[src/rtl/seq_pkg.sv]
// Shared types and default parameter values for the fetch sequencer.
// The FSM encoding is fixed at 3 bits so it can be probed and compared directly.
package seq_pkg;

  typedef enum logic [2:0] {
    RESET  = 3'd0,
    FETCH  = 3'd1,
    ISSUE  = 3'd2,
    EXEC   = 3'd3,
    HALTED = 3'd4
  } seq_state_t;

  localparam int DEF_PC_W       = 8;
  localparam int DEF_INSTR_W    = 9;
  localparam int DEF_CNT_W      = 16;
  localparam int DEF_START_ADDR = 0;

endpackage

[src/rtl/fetch_sequencer_sat_counter.sv]
// Saturating up-counter with synchronous active-low clear.
// Holds at all-ones instead of wrapping.
module sat_counter #(
  parameter int W = 16
) (
  input  logic         CLK,
  input  logic         start_n,
  input  logic         inc,
  output logic [W-1:0] count
);

  localparam logic [W-1:0] ONE = {{(W-1){1'b0}}, 1'b1};
  localparam logic [W-1:0] MAX = {W{1'b1}};

  always_ff @(posedge CLK) begin
    if (!start_n) begin
      count <= '0;
    end else if (inc && (count != MAX)) begin
      count <= count + ONE;
    end
  end

endmodule

[src/rtl/fetch_sequencer.sv]
// Multi-cycle fetch/issue/execute sequencer with sticky halt and saturating counters.
// All outputs come from registers; no input reaches an output combinationally.
module fetch_sequencer
  import seq_pkg::*;
#(
  parameter int PC_W       = DEF_PC_W,
  parameter int INSTR_W    = DEF_INSTR_W,
  parameter int CNT_W      = DEF_CNT_W,
  parameter int START_ADDR = DEF_START_ADDR
) (
  input  logic               CLK,
  input  logic               start_n,
  output logic               imem_req,
  output logic [PC_W-1:0]    imem_addr,
  input  logic               imem_valid,
  input  logic [INSTR_W-1:0] imem_data,
  output logic [INSTR_W-1:0] instr,
  output logic               instr_valid,
  input  logic               exec_done,
  input  logic               branch_taken,
  input  logic [PC_W-1:0]    branch_target,
  input  logic               halt_req,
  output logic               halted,
  output logic [CNT_W-1:0]   inst_count,
  output logic [CNT_W-1:0]   cycle_count
);

  localparam logic [PC_W-1:0] START_PC = START_ADDR[PC_W-1:0];
  localparam logic [PC_W-1:0] PC_ONE   = {{(PC_W-1){1'b0}}, 1'b1};

  seq_state_t      state;
  logic [PC_W-1:0] pc;
  logic            retire;
  logic            active;

  assign imem_addr = pc;
  assign retire    = (state == EXEC) && exec_done;
  assign active    = (state == FETCH) || (state == ISSUE) || (state == EXEC);

  // Status outputs are loaded with the value matching the state being entered.
  always_ff @(posedge CLK) begin
    if (!start_n) begin
      state       <= RESET;
      pc          <= START_PC;
      instr       <= '0;
      imem_req    <= 1'b0;
      instr_valid <= 1'b0;
      halted      <= 1'b0;
    end else begin
      instr_valid <= 1'b0;
      case (state)
        RESET: begin
          state    <= FETCH;
          imem_req <= 1'b1;
        end
        FETCH: begin
          if (imem_valid) begin
            instr       <= imem_data;
            state       <= ISSUE;
            imem_req    <= 1'b0;
            instr_valid <= 1'b1;
          end
        end
        ISSUE: begin
          state <= EXEC;
        end
        EXEC: begin
          if (exec_done) begin
            if (halt_req) begin
              state  <= HALTED;
              halted <= 1'b1;
            end else begin
              state    <= FETCH;
              imem_req <= 1'b1;
              pc       <= branch_taken ? branch_target : pc + PC_ONE;
            end
          end
        end
        HALTED: begin
          state <= HALTED;
        end
        default: begin
          state    <= RESET;
          imem_req <= 1'b0;
          halted   <= 1'b0;
        end
      endcase
    end
  end

  sat_counter #(.W(CNT_W)) u_inst_cnt (
    .CLK     (CLK),
    .start_n (start_n),
    .inc     (retire),
    .count   (inst_count)
  );

  sat_counter #(.W(CNT_W)) u_cycle_cnt (
    .CLK     (CLK),
    .start_n (start_n),
    .inc     (active),
    .count   (cycle_count)
  );

endmodule
[config.mk]
export PLATFORM = sky130hd
export DESIGN_NAME = fetch_sequencer
export DESIGN_NICKNAME = d
export VERILOG_FILES = /design/src/rtl/seq_pkg.sv /design/src/rtl/fetch_sequencer_sat_counter.sv /design/src/rtl/fetch_sequencer.sv
export SDC_FILE = /design/constraint.sdc
export NUM_CORES = 1
export LEC_CHECK = 0
export ABC_AREA = 1
export CORE_ASPECT_RATIO = 0.5
export CORE_MARGIN = 2
export CORE_UTILIZATION = 49
export DETAILED_ROUTE_END_ITERATION = 7
export GPL_TIMING_DRIVEN = 0
export PLACE_DENSITY = 0.82
export SLEW_MARGIN = 20
export SYNTH_ARGS = -nofsm -noshare
export SYNTH_HDL_FRONTEND = slang
export SYNTH_SLANG_ARGS = --single-unit
[constraint.sdc]
create_clock -name CLK -period 1.8 [get_ports CLK]
set_input_delay 0.45 -clock CLK [delete_from_list [all_inputs] [get_ports CLK]]
set_output_delay 0.45 -clock CLK [all_outputs]
set_load 0.03 [all_outputs]
### Pin placement

(6 px per um) Pins as bars across the die edge, other pins in grey.
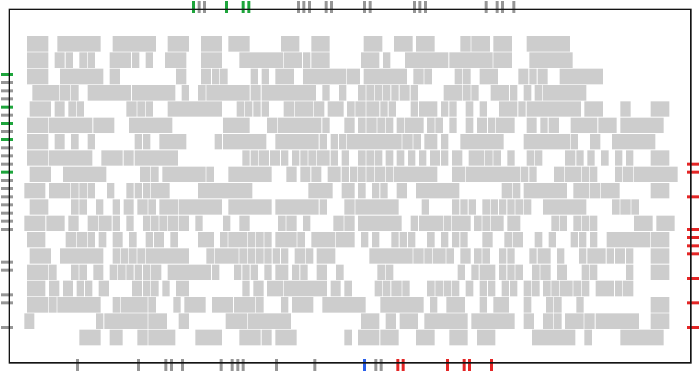
legend:
  start_n:
    colour: blue
    pins: 1
    direction: input
    edge: bottom
  inst_count:
    colour: red
    pins: 16
    direction: output
    edge: 10 right, 6 bottom
  instr:
    colour: green
    pins: 9
    direction: output
    edge: 5 left, 4 top

### Wiring by layer

(6 px per um) Only two layers are drawn.
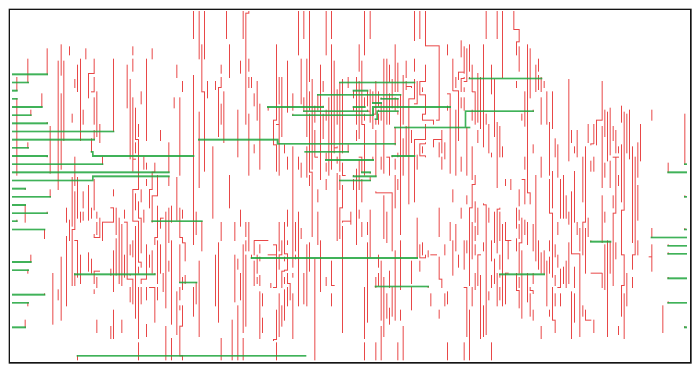
legend:
  M2:
    colour: red
    wire_length: 3260 um
  M3:
    colour: green
    wire_length: 502 um

### Placed standard cells

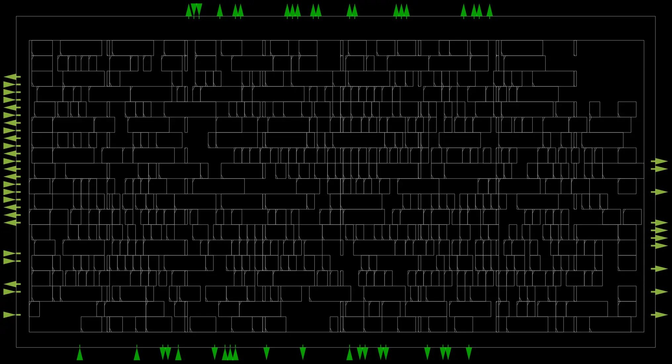
Tapcells: 73
Util after Layout: 0.688
flip-flops: 55

==> impl_metrics.toml <==
# yosys + openroad results
[outcome]
outcome = "finished clean"

[detailed_routing]
drt_iter0_drc = 201
detail-route-antenna-nets = 0
wl_met3_um = 502
wl_per_cell_um = 11.7
wl_met1_um = 3390
first_pass_iters = 4
drc = 0
top_layer = "met4"
via_count = 3062
wl_um = 7190
viasPerCell = 5.00

[layout]
final_common_cell = "nand2_1"
top_regs = "u_cycle_cnt.count x16, u_inst_cnt.count x16, instr x9"
antennaDiodeCount = 0
layout_top_cells = "nand2_1, nor2_1, dfxtp_1, inv_1, dlygate4sd2_1"
fin_cells = 612
fill_cells = 520

[floorplan]
die_y_um = 58.7
dieWidth_um = 113
rows = 19
floorplan.die_area_um2 = 6650
ioPinCount = 75
fp-utilization = 0.520
core_area_um2 = 5630

[synthesis]
postSynthCellCount = 459
logic_family = "simple AND/OR/NAND/NOR gates"
yosysMostFrequentCell = "nand2_1"
yosys_register_bits = 55
synthDominantCellAreaShare = 0.376
synth-adder-area-share = 0.0128
postSynthSeqShare = 0.376
ys_sh_xor = 0.0389
largest_area_cell = "dfxtp_1"
ys_warn_count = 0
aoi_share = 0.110
ys_sh_mux = 0
syn_area_um2 = 2930
synth.avg_cell_area_um2 = 6.38
syn_nets = 485
ys_async_sr_fraction = 0
synth-edff-count = 0

[power_and_ir_drop]
p_per_area_nw_per_um2 = 781
powerComb_mw = 0.707
ir_worst_vdd_uv = 534
leakage_nw = 1.73
pwr-share-seq = 0.450
seq-power_mw = 1.36
p_sw_mw = 0.950
p_clk_mw = 0.958
p_int_mw = 2.08

[worst_setup_path]
r2r-start = "u_cycle_cnt.count[0]"
slowest_stage = "clkdlybuf4s50_1"
slowest_delay_ns = 0.68
startpoint_type = "register"
crit_buf_inv = 1
critPathTopFamily = "buffers and inverters"
critPathKind = "reg -> out"
arrival_ns = 1.31
cp.depth = 1
required_ns = 1.35
r2r_cells = 9
crit_start = "instr[2]"

[global_route]
gr-usage-met2 = 0.361
top_usage_layer = "met2"
grt_usage = 0.225
grtUsageMet3 = 0.0649
grt_pass1_vias = 2652
overflow = 0

[final_timing]
period_minus_slack_ns = 1.76
finalSetupViolCount = 0
finClkSkew_ns = 0.00443
tightestPinTransition_ns = 0.533
maxSlewHeadroom = 0.645
hold_violations = 0
finalMaxSlewViolations = 0
grt_setup_unrepaired = "no"
setup_tns_ns = 0
fmax_mhz = 567

[clock_tree]
htree_num_levels = 2
ctsHoldBuffers = 0
postCtsSetupBuffers = 0
numClockSinks = 55
clock_latency_ns = 0.29
cts_resized = 38
cts-buffers-inserted = 5
clock-root-buffer = "clkbuf_16"

[flow_run]
drv_cap = 0
warnings = 26

[min_path]
min-delay-path-class = "reg -> reg"
min-delay-start = "halted"
hold-path-endpoint = "halted"

[placement]
gp_congestion = 0.876
dp.cells = 604
io_buffers = 72
### Cell sizes after repair

(6 px per um)
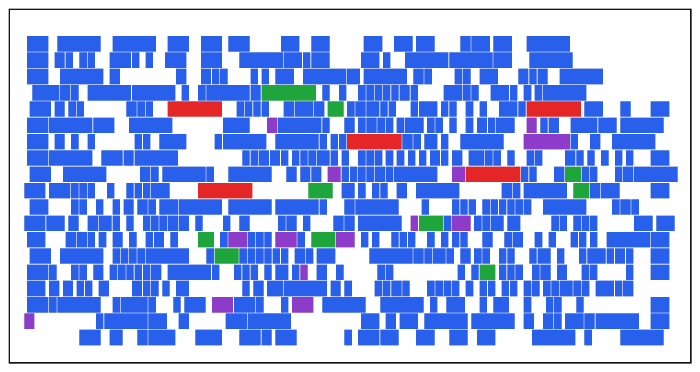
legend:
  x1 and smaller:
    colour: blue
    cells: 510
  x2:
    colour: purple
    cells: 14
  x6 and larger:
    colour: red
    cells: 5
  x3 and x4:
    colour: green
    cells: 10
area delta synth->final: 32.3%
Non-clk bufs: 84
fin area: 3880 um2

### I/O nets highlighted

(3 px per um)
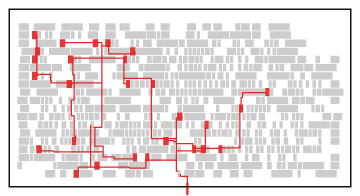
legend:
  start_n:
    colour: red
    bits: 1
    direction: input
    edge: bottom
    end_cells: 27
    buffers: 3
    wire: 391 um

layout make-up:
class | count | share of cell area
repair buffers | 72 | 0.177
well taps | 73 | 0.0236
flip-flops and latches | 55 | 0.284
inverters | 43 | 0.0416
clock inverters | 3 | 0.00516
multi-input cells | 349 | 0.421
plain buffers | 12 | 0.0152
clock buffers | 5 | 0.0323
through the flow:
step | hold slack [ns] | util | setup WS [ns] | instance area, um2 | total power [mW]
2_1_floorplan | 0.566 | - | 0.0800 | 2930 | 1.83
3_3_place_gp | 0.430 | 0.664 | -0.126 | 3740 | 2.08
3_5_place_dp | 0.446 | 0.664 | -0.159 | 3740 | 2.09
4_1_cts | 0.457 | 0.681 | 0.00271 | 3840 | 3.04
5_1_grt | 0.485 | 0.688 | 0.000741 | 3880 | 3.19
6_report | 0.452 | 0.688 | 0.0369 | 3880 | 3.03
No activity file was given, so power comes from the tool's default toggle rates.
